**src/rtl/backprop_pkg.sv**
```systemverilog
// Shared types and constants for the backprop sequencer.
// Control word layout, MSB first: {valid, last, layer_idx, sample_idx}.
package backprop_pkg;

  localparam int unsigned IDX_W  = 32;
  localparam int unsigned CTRL_W = 1 + 1 + IDX_W + IDX_W;

  // Bit offsets into the control word
  localparam int unsigned SAMPLE_LSB = 0;
  localparam int unsigned LAYER_LSB  = IDX_W;
  localparam int unsigned LAST_BIT   = 2 * IDX_W;
  localparam int unsigned VALID_BIT  = 2 * IDX_W + 1;

  typedef enum logic [1:0] {
    IDLE  = 2'd0,
    ISSUE = 2'd1,
    DRAIN = 2'd2,
    DONE  = 2'd3
  } bp_state_e;

endpackage

```
**src/rtl/bp_valid_pipe.sv**
```systemverilog
// Valid-bit shift register tracking tokens in flight between issue and retire.
// Ports:
//   clk, rst_n : clock, asynchronous active-low reset
//   en         : shift enable (low freezes every stage)
//   in         : valid bit entering stage 0
//   empty      : no stage holds a valid bit
//   out        : tail stage
module bp_valid_pipe #(
  parameter int unsigned PIPE_DEPTH = 6
) (
  input  logic clk,
  input  logic rst_n,
  input  logic en,
  input  logic in,
  output logic empty,
  output logic out
);

  logic [PIPE_DEPTH-1:0] sr;

  always_ff @(posedge clk or negedge rst_n) begin
    if (!rst_n) begin
      sr <= '0;
    end else if (en) begin
      sr[0] <= in;
      for (int unsigned i = 1; i < PIPE_DEPTH; i++) begin
        sr[i] <= sr[i-1];
      end
    end
  end

  assign empty = ~|sr;
  assign out   = sr[PIPE_DEPTH-1];

endmodule

```
**src/rtl/backprop_sequencer.sv**
```systemverilog
// Backprop sequencer: walks layers in descending order, issuing one control
// token per sample, and drains the pipe between layers.
// Ports:
//   clk, rst_n        : clock, asynchronous active-low reset
//   start             : run request (accepted in IDLE only)
//   layer_count       : layers to process, latched on start
//   sample_count      : samples per layer, latched on start
//   stall             : freezes issue, drain and the valid pipe
//   backprop_controll : issued control word {valid, last, layer_idx, sample_idx}
//   retire_valid      : token leaving the last pipe stage
//   busy              : high while issuing or draining
//   done              : one-cycle completion pulse
//   stall_cycles      : stalled busy cycles, saturating (only with
//                       BACKPROP_SEQ_PERF_EN defined)
module backprop_sequencer #(
  parameter int unsigned PIPE_DEPTH = 6,
  parameter int unsigned IDX_W      = backprop_pkg::IDX_W,
  parameter int unsigned CTRL_W     = 1 + 1 + IDX_W + IDX_W
) (
  input  logic              clk,
  input  logic              rst_n,
  input  logic              start,
  input  logic [IDX_W-1:0]  layer_count,
  input  logic [IDX_W-1:0]  sample_count,
  input  logic              stall,
  output logic [CTRL_W-1:0] backprop_controll,
  output logic              retire_valid,
  output logic              busy,
  output logic              done
`ifdef BACKPROP_SEQ_PERF_EN
  ,
  output logic [31:0]       stall_cycles
`endif
);

  import backprop_pkg::*;

  localparam int unsigned CNT_W = (PIPE_DEPTH > 1) ? $clog2(PIPE_DEPTH) : 1;
  localparam logic [CNT_W-1:0] DRAIN_LAST = CNT_W'(PIPE_DEPTH - 1);

  bp_state_e        state;
  logic [IDX_W-1:0] layer_idx;
  logic [IDX_W-1:0] sample_idx;
  logic [IDX_W-1:0] sample_cnt_q;
  logic [CNT_W-1:0] drain_cnt;
  logic             issue_q;
  logic             issue_now;
  logic             is_last;
  logic             pipe_empty;
  logic             start_ok;

  assign issue_now = (state == ISSUE) && !stall;
  assign is_last   = (sample_idx == sample_cnt_q - IDX_W'(1));
  // A new run may not begin while an earlier token is still frozen in the pipe
  assign start_ok  = (state == IDLE) && start && pipe_empty;

  // issue_q remembers the last issued valid bit across a stall so a token
  // issued just before a stall still enters the pipe once it releases; this
  // keeps issue-to-retire at exactly PIPE_DEPTH unstalled edges.
  bp_valid_pipe #(
    .PIPE_DEPTH(PIPE_DEPTH)
  ) u_valid_pipe (
    .clk   (clk),
    .rst_n (rst_n),
    .en    (!stall),
    .in    (issue_q),
    .empty (pipe_empty),
    .out   (retire_valid)
  );

  always_ff @(posedge clk or negedge rst_n) begin
    if (!rst_n) begin
      state             <= IDLE;
      layer_idx         <= '0;
      sample_idx        <= '0;
      sample_cnt_q      <= '0;
      drain_cnt         <= '0;
      issue_q           <= 1'b0;
      backprop_controll <= '0;
      busy              <= 1'b0;
      done              <= 1'b0;
    end else begin
      done              <= 1'b0;
      backprop_controll <= '0;
      if (!stall) begin
        issue_q <= issue_now;
      end
      case (state)
        IDLE: begin
          if (start_ok) begin
            if ((layer_count != '0) && (sample_count != '0)) begin
              state        <= ISSUE;
              busy         <= 1'b1;
              layer_idx    <= layer_count - IDX_W'(1);
              sample_idx   <= '0;
              sample_cnt_q <= sample_count;
            end else begin
              state <= DONE;
            end
          end
        end
        ISSUE: begin
          if (!stall) begin
            backprop_controll <= {1'b1, is_last, layer_idx, sample_idx};
            if (is_last) begin
              sample_idx <= '0;
              drain_cnt  <= '0;
              state      <= DRAIN;
            end else begin
              sample_idx <= sample_idx + IDX_W'(1);
            end
          end
        end
        DRAIN: begin
          // Exit on the edge the last token of the layer reaches the tail
          if (!stall) begin
            if (drain_cnt == DRAIN_LAST) begin
              if (layer_idx != '0) begin
                layer_idx <= layer_idx - IDX_W'(1);
                state     <= ISSUE;
              end else begin
                busy  <= 1'b0;
                state <= DONE;
              end
            end else begin
              drain_cnt <= drain_cnt + CNT_W'(1);
            end
          end
        end
        DONE: begin
          done  <= 1'b1;
          state <= IDLE;
        end
        default: state <= IDLE;
      endcase
    end
  end

`ifdef BACKPROP_SEQ_PERF_EN
  always_ff @(posedge clk or negedge rst_n) begin
    if (!rst_n) begin
      stall_cycles <= '0;
    end else if (start_ok) begin
      stall_cycles <= '0;
    end else if (busy && stall && (stall_cycles != '1)) begin
      stall_cycles <= stall_cycles + 32'd1;
    end
  end
`endif

endmodule

```
**config.mk**
```make
export PLATFORM = sky130hd
export DESIGN_NAME = backprop_sequencer
export DESIGN_NICKNAME = d
export VERILOG_FILES = /design/src/rtl/backprop_pkg.sv /design/src/rtl/bp_valid_pipe.sv /design/src/rtl/backprop_sequencer.sv
export SDC_FILE = /design/constraint.sdc
export NUM_CORES = 1
export LEC_CHECK = 0
export CAP_MARGIN = 20
export CORE_MARGIN = 2
export CORE_UTILIZATION = 55
export DETAILED_ROUTE_END_ITERATION = 6
export GPL_TIMING_DRIVEN = 0
export PLACE_DENSITY = 0.92
export SLEW_MARGIN = 25
export SYNTH_ARGS = -nofsm -noshare
export SYNTH_HDL_FRONTEND = slang
export SYNTH_SLANG_ARGS = --single-unit
```
**constraint.sdc**
```tcl
create_clock -name clk -period 4.4 [get_ports clk]
set_input_delay 1.32 -clock clk [delete_from_list [all_inputs] [get_ports clk]]
set_output_delay 1.32 -clock clk [all_outputs]
set_load 0.005 [all_outputs]
```
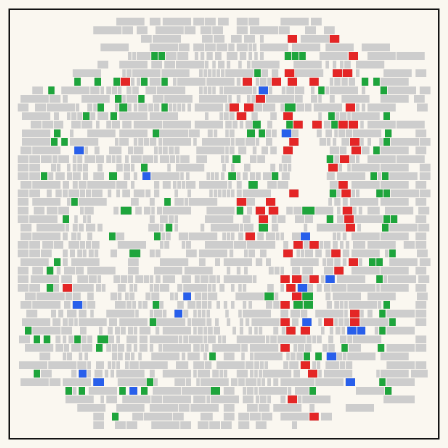
**Above:** run 1 (gate families picked out).
| color | family | cells |
|---|---|---|
| red | xor and xnor cells | 63 |
| blue | non-inverting ao/oa cells | 18 |
| green | and/or cells | 105 |

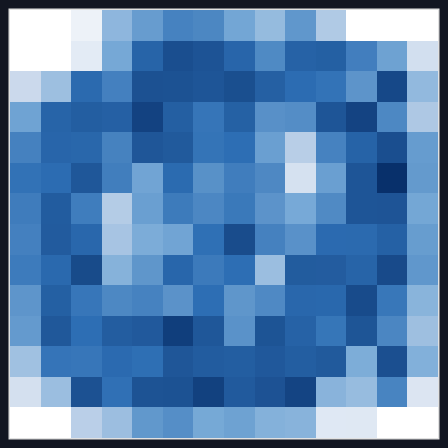
**Above:** run 1 (cell area per tile).
The die is cut into 14 by 14 equal tiles; white is low, dark blue is high, 0 to 100% covered.
mean over tiles: 63%
fullest tile: 100%
tiles over 75% full: 40%

==> results.tsv, run 1 <==
metric	value	unit
outcome	finished, final reports clean	
prevailing post-synth register cell	dfrtp_1	
YS chip area	9530	um^2
worst slack, placed	-0.833	ns
final hold slack	0.518	ns
Cell Chain, Critical Path	clkdlybuf4s50_1 -> nor4_1 -> nand4_1 -> or4_1 -> nor3b_1 -> o31ai_4 -> clkbuf_1 -> a21oi_1 -> a211oi_1	
non-clk buf share	0.140	
post-synthesis compound-gate area fraction	0.118	
Hold Crit Depth	2	
area delta synth->final	23.8	%
Mapped Area	9530	um^2
Cells after DPL	1422	
layout cells sized above 1	0.0561	
NetSw	1.72	mW
Detailed Routing Iterations Pass 1	5	
area share of the largest cell type after synthesis	0.462	
Top cells excl fill/tap	176 x dfrtp_1, 146 x nand2_1, 135 x clkdlybuf4s50_1	
critical path arrival	4.65	ns
net switching fraction of the power	0.340	
Setup Crit Path Kind	primary input to flip-flop	
clk tree area frac	0.0470	
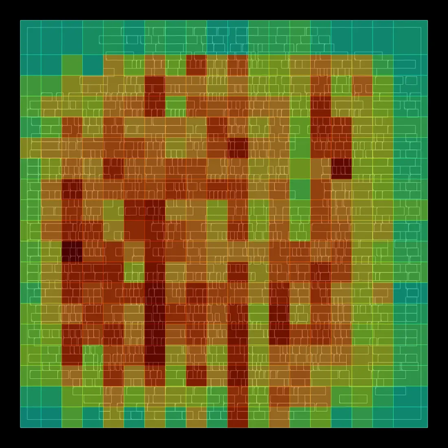
**Above:** run 1 (routing congestion map).
fin util: 0.689
GR Util met1: 0.369
GRT met3 Usage: 0.0468
wire length per cell: 18.5 um
GRT met2 Usage: 0.528

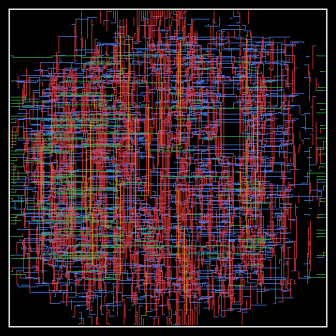
**Above:** run 1 (wiring by layer).
| color | layer | wire length |
|---|---|---|
| green | M3 | 2,050 um |
| orange | M4 | 942 um |
| blue | M1 | 10,200 um |
| red | M2 | 13,800 um |

==> run 1: cells by family after synthesis <==
kind of cell,Yosys count
AND-OR/OR-AND,173
XOR/XNOR,63
adder cells (fa/ha/maj),5
buffers and inverters,68
flip-flops,176
multiplexers,39
AND/OR/NAND/NOR,536
==> run 1: layer usage <==
metal	wire [um]	GRT usage
met5	0	0
met3	2050	0.0468
met2	13800	0.528
met4	942	0.139
met1	10200	0.369
==> run 1: timing repair <==
action                                  4_1_cts  5_1_grt
hold buffers                                  0        0
resized                                       4       10
endpoints found under the setup margin       15       15
pin swaps                                     0        1
setup buffers                                 0        2
==> run 1: registers in the layout, summed over array words and instances (netlist names) <==
signal	cells
u_valid_pipe.sr	6
sample_idx	32
done	1
issue_q	1
state	2
busy	1
drain_cnt	3
backprop_controll	66
layer_idx	32
sample_cnt_q	32
**Run 1: M2 wires**

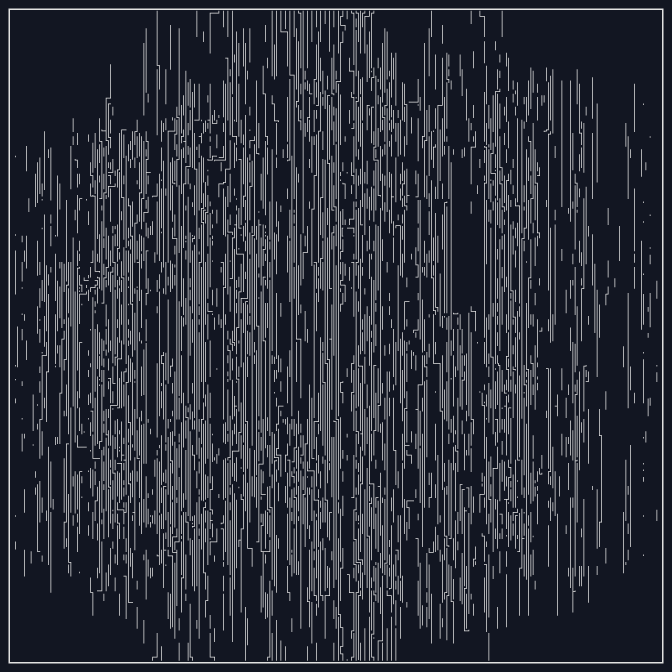

--- run 2 (diff from run 1) ---
- clock period: 4.4 -> 4.1 ns (I/O delays scaled with it)
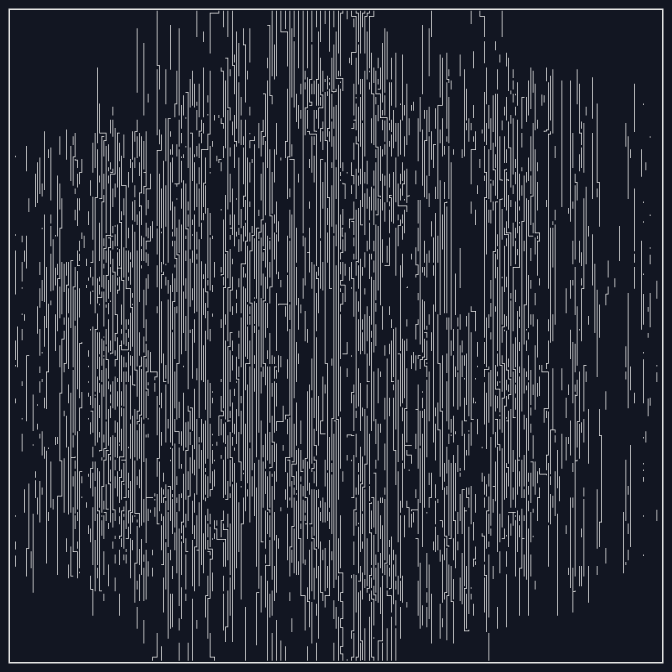
**Above:** run 2 (M2 wires).
wire length on this layer: 13,800 um
share of all routed wire: 51%
longest straight run: 68.8 um
main direction: vertical

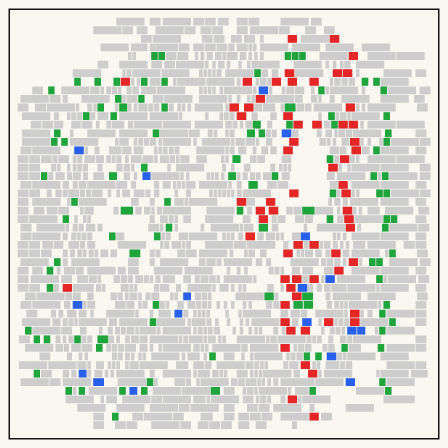
**Above:** run 2 (gate families picked out).
most frequent logic cell in the layout: dfrtp_1
Finished Layout Cells: 1,460
Comb/total area: 0.410

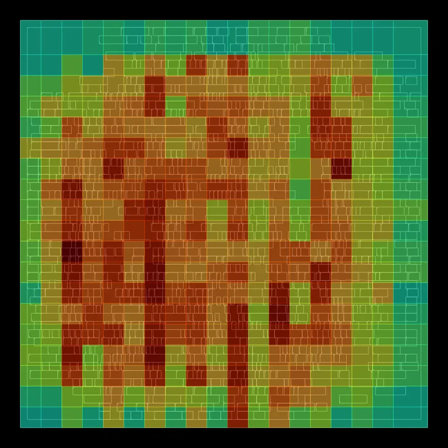
**Above:** run 2 (routing congestion map).
GR Util met1: 0.370
GRT met2 Usage: 0.529
GRT Max-Usage Layer: met2
fin util: 0.695
wire length per cell: 18.6 um

==> run 2 against run 1 <==
Effect of this change:
- first-iteration DRC count rose by 6.0%
- sequential power increased by 8%
- wire length up 0.85%
- utilization up 0.53 points
- critical endpoint is now layer_idx[15]
- largest cell class unchanged
==> results.tsv, run 2 <==
metric	value	unit	change
fp util	0.557		
worst slack, placed	-1.13	ns	-0.300 ns
Synth Instances	1060		
clk tree area frac	0.0466		-0.000356
critical path arrival	4.37	ns	-0.28 ns
YS chip area	9530	um^2	unchanged
area share of the largest cell type after synthesis	0.462		unchanged
H-tree lvl count	4		
Dominant comb cell	simple AND/OR/NAND/NOR gates		
Hold Crit Start	busy		
R2R Setup Slk	0.12	ns	
Cells after DPL	1422		unchanged
Worst-path clk slew	0.07	ns	
Max-area cell class	multi-input combinational cells		
Detailed Routing Iterations Pass 1	5		unchanged
cts repair resizes	12		+8
Late-Pin Clk Latency	0.44	ns	
Mapped Area	9530	um^2	unchanged
non-clk buf share	0.144		+0.00462
Clock Skew	0.0107	ns	
Seq share, synth	0.462		
clkbuf count	19		
final hold slack	0.519	ns	+0.00133 ns
Reg with most FFs	backprop_controll		
registers	176		
Synth Net Count	1133		
core box area	17100	um^2	
outcome	finished, final reports clean		
Setup Crit Path Kind	primary input to flip-flop		
Hold Crit Depth	2		unchanged
prevailing post-synth register cell	dfrtp_1		
setup bufs post-CTS	4		+4
number of flip-flops in the largest register	66		unchanged
#FFs+latches synth	176		
Top cells excl fill/tap	176 x dfrtp_1, 146 x nand2_1, 135 x clkdlybuf4s50_1		
Hold-fix buffers, CTS	0		unchanged
adder share	0.00657		
layout cells sized above 1	0.0737		+0.0175
-- run 2: cell types whose count changed in the layout (fill, tap and decap cells not counted), sizes merged --
cell and change:
buf +4, clkbuf +2
-- run 2: where the power goes --
part | leakage (nW) | internal (mW) | switching [mW]
registers | 2.36 | 2.03 | 0.323
clock network | 0.266 | 0.851 | 0.705
logic | 2.48 | 0.700 | 0.826
-- run 2: worst max-delay path, stage by stage --
cell             delay [ns]
clkdlybuf4s50_1        0.50
nor4_1                 0.37
nand4_1                0.20
or4_1                  0.58
nor2b_1                0.21
nand2_1                0.36
clkbuf_1               0.53
nor2_1                 0.09
a211oi_1               0.29
-- run 2: layer usage --
layer	vias up	GRT usage	routed length, um
li1	4073	-	-
met1	4325	0.370	10400
met2	438	0.529	13800
met3	93	0.0468	1890
met4	0	0.141	1080
met5	-	0	0
**Run 2: wiring by layer**

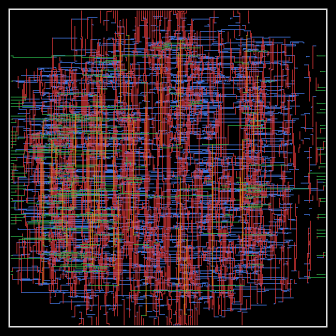

--- run 3 (diff from run 2) ---
- CTS_CLUSTER_DIAMETER: default -> 40
- SETUP_SLACK_MARGIN: default -> 0.3
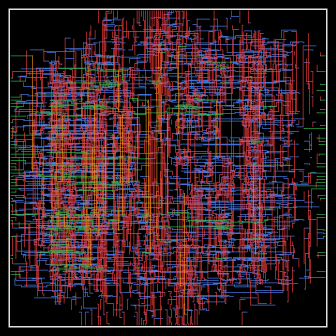
**Above:** run 3 (wiring by layer).
| color | layer | wire length |
|---|---|---|
| red | M2 | 13,300 um |
| green | M3 | 1,900 um |
| blue | M1 | 10,400 um |
| orange | M4 | 1,340 um |

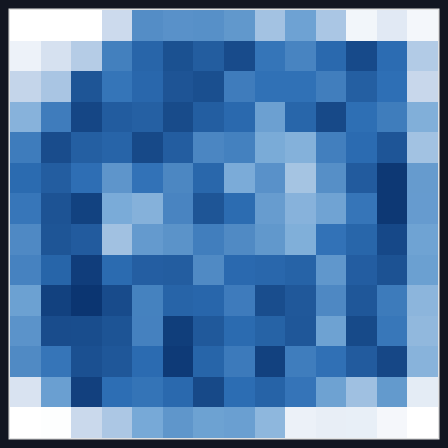
**Above:** run 3 (cell area per tile).
The die is cut into 14 by 14 equal tiles; white is low, dark blue is high, 0 to 100% covered.
mean over tiles: 64%
fullest tile: 98%
nearly empty tiles: 3.1%
tiles over 75% full: 41%

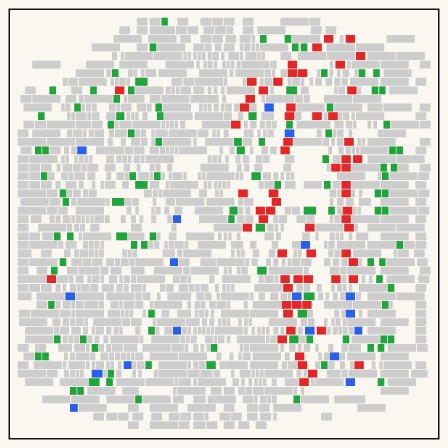
**Above:** run 3 (gate families picked out).
Comb/total area: 0.411
Finished Layout Cells: 1,465

==> run 3 against run 2 <==
Effect of this change:
- cell count is 0.34% higher
- largest power group unchanged
- utilization is 0.91 points higher
- via count is 2.0% lower
- non-clock buffer count is 5 higher
- clock skew is 0.0031 ns lower
- synthesized area stayed put
- first-iteration DRC count is 16% lower
- combinational power hardly changed
- critical endpoint is now layer_idx[8]
- clock-buffer cell count is 3 higher
==> results.tsv, run 3 <==
metric	value	unit	change
most frequent CP cell	a21oi_1		
layout cells sized above 1	0.0863		+0.0126
Top cells excl fill/tap	176 x dfrtp_1, 144 x nand2_1, 133 x clkdlybuf4s50_1		
prevailing post-synth register cell	dfrtp_1		
critical path arrival	4.11	ns	-0.26 ns
P_int	3.66	mW	+2.2%
#FFs+latches synth	176		unchanged
NetSw	1.81	mW	-2.5%
Cell Chain, Critical Path	clkdlybuf4s50_1 -> nor4_2 -> nand4_1 -> or4_4 -> nor3b_1 -> o31ai_4 -> buf_4 -> clkbuf_2 -> a21oi_1 -> a21oi_1		
met3 wire len	1900	um	+0.21%
Mapped Area	9530	um^2	unchanged
H-tree lvl count	4		unchanged
Seq share, synth	0.462		unchanged
Synth Instances	1060		unchanged
net switching fraction of the power	0.330		-0.0105
R2R Setup Slk	0.47	ns	+0.35 ns
Setup Crit Path Kind	primary input to flip-flop		
Clock Skew	0.00765	ns	-0.00305 ns
area share of the largest cell type after synthesis	0.462		unchanged
outcome	finished, final reports clean		
GRT Max-Usage Layer	met2		
[run 3: cell counts after synthesis]
Identical to the previous run, type by type.
[run 3: area by class of cell]
type / instances / area, um^2
timing repair buffer: 149 / 1490
tap: 225 / 282
buffer: 53 / 289
clock inverter: 9 / 110
fill: 1296 / 5070
sequential: 176 / 4400
clock buffer: 22 / 464
multi-input combinational: 816 / 4950
inverter: 15 / 56.3
[run 3: stage by stage]
stage | setup WS [ns] | total power, mW
2_1_floorplan | 0.427 | 3.22
3_3_place_gp | -5.09 | 3.79
3_5_place_dp | -1.02 | 3.85
4_1_cts | 0.303 | 5.46
5_1_grt | 0.221 | 5.76
6_report | 0.342 | 5.47
[run 3: worst max-delay path, delay by kind of cell]
kind            cells  cell delay [ns]
buf+inv             3             1.02
compound gates      3             0.65
simple gates        4             1.21
Power is estimated from default activity; no workload was simulated.
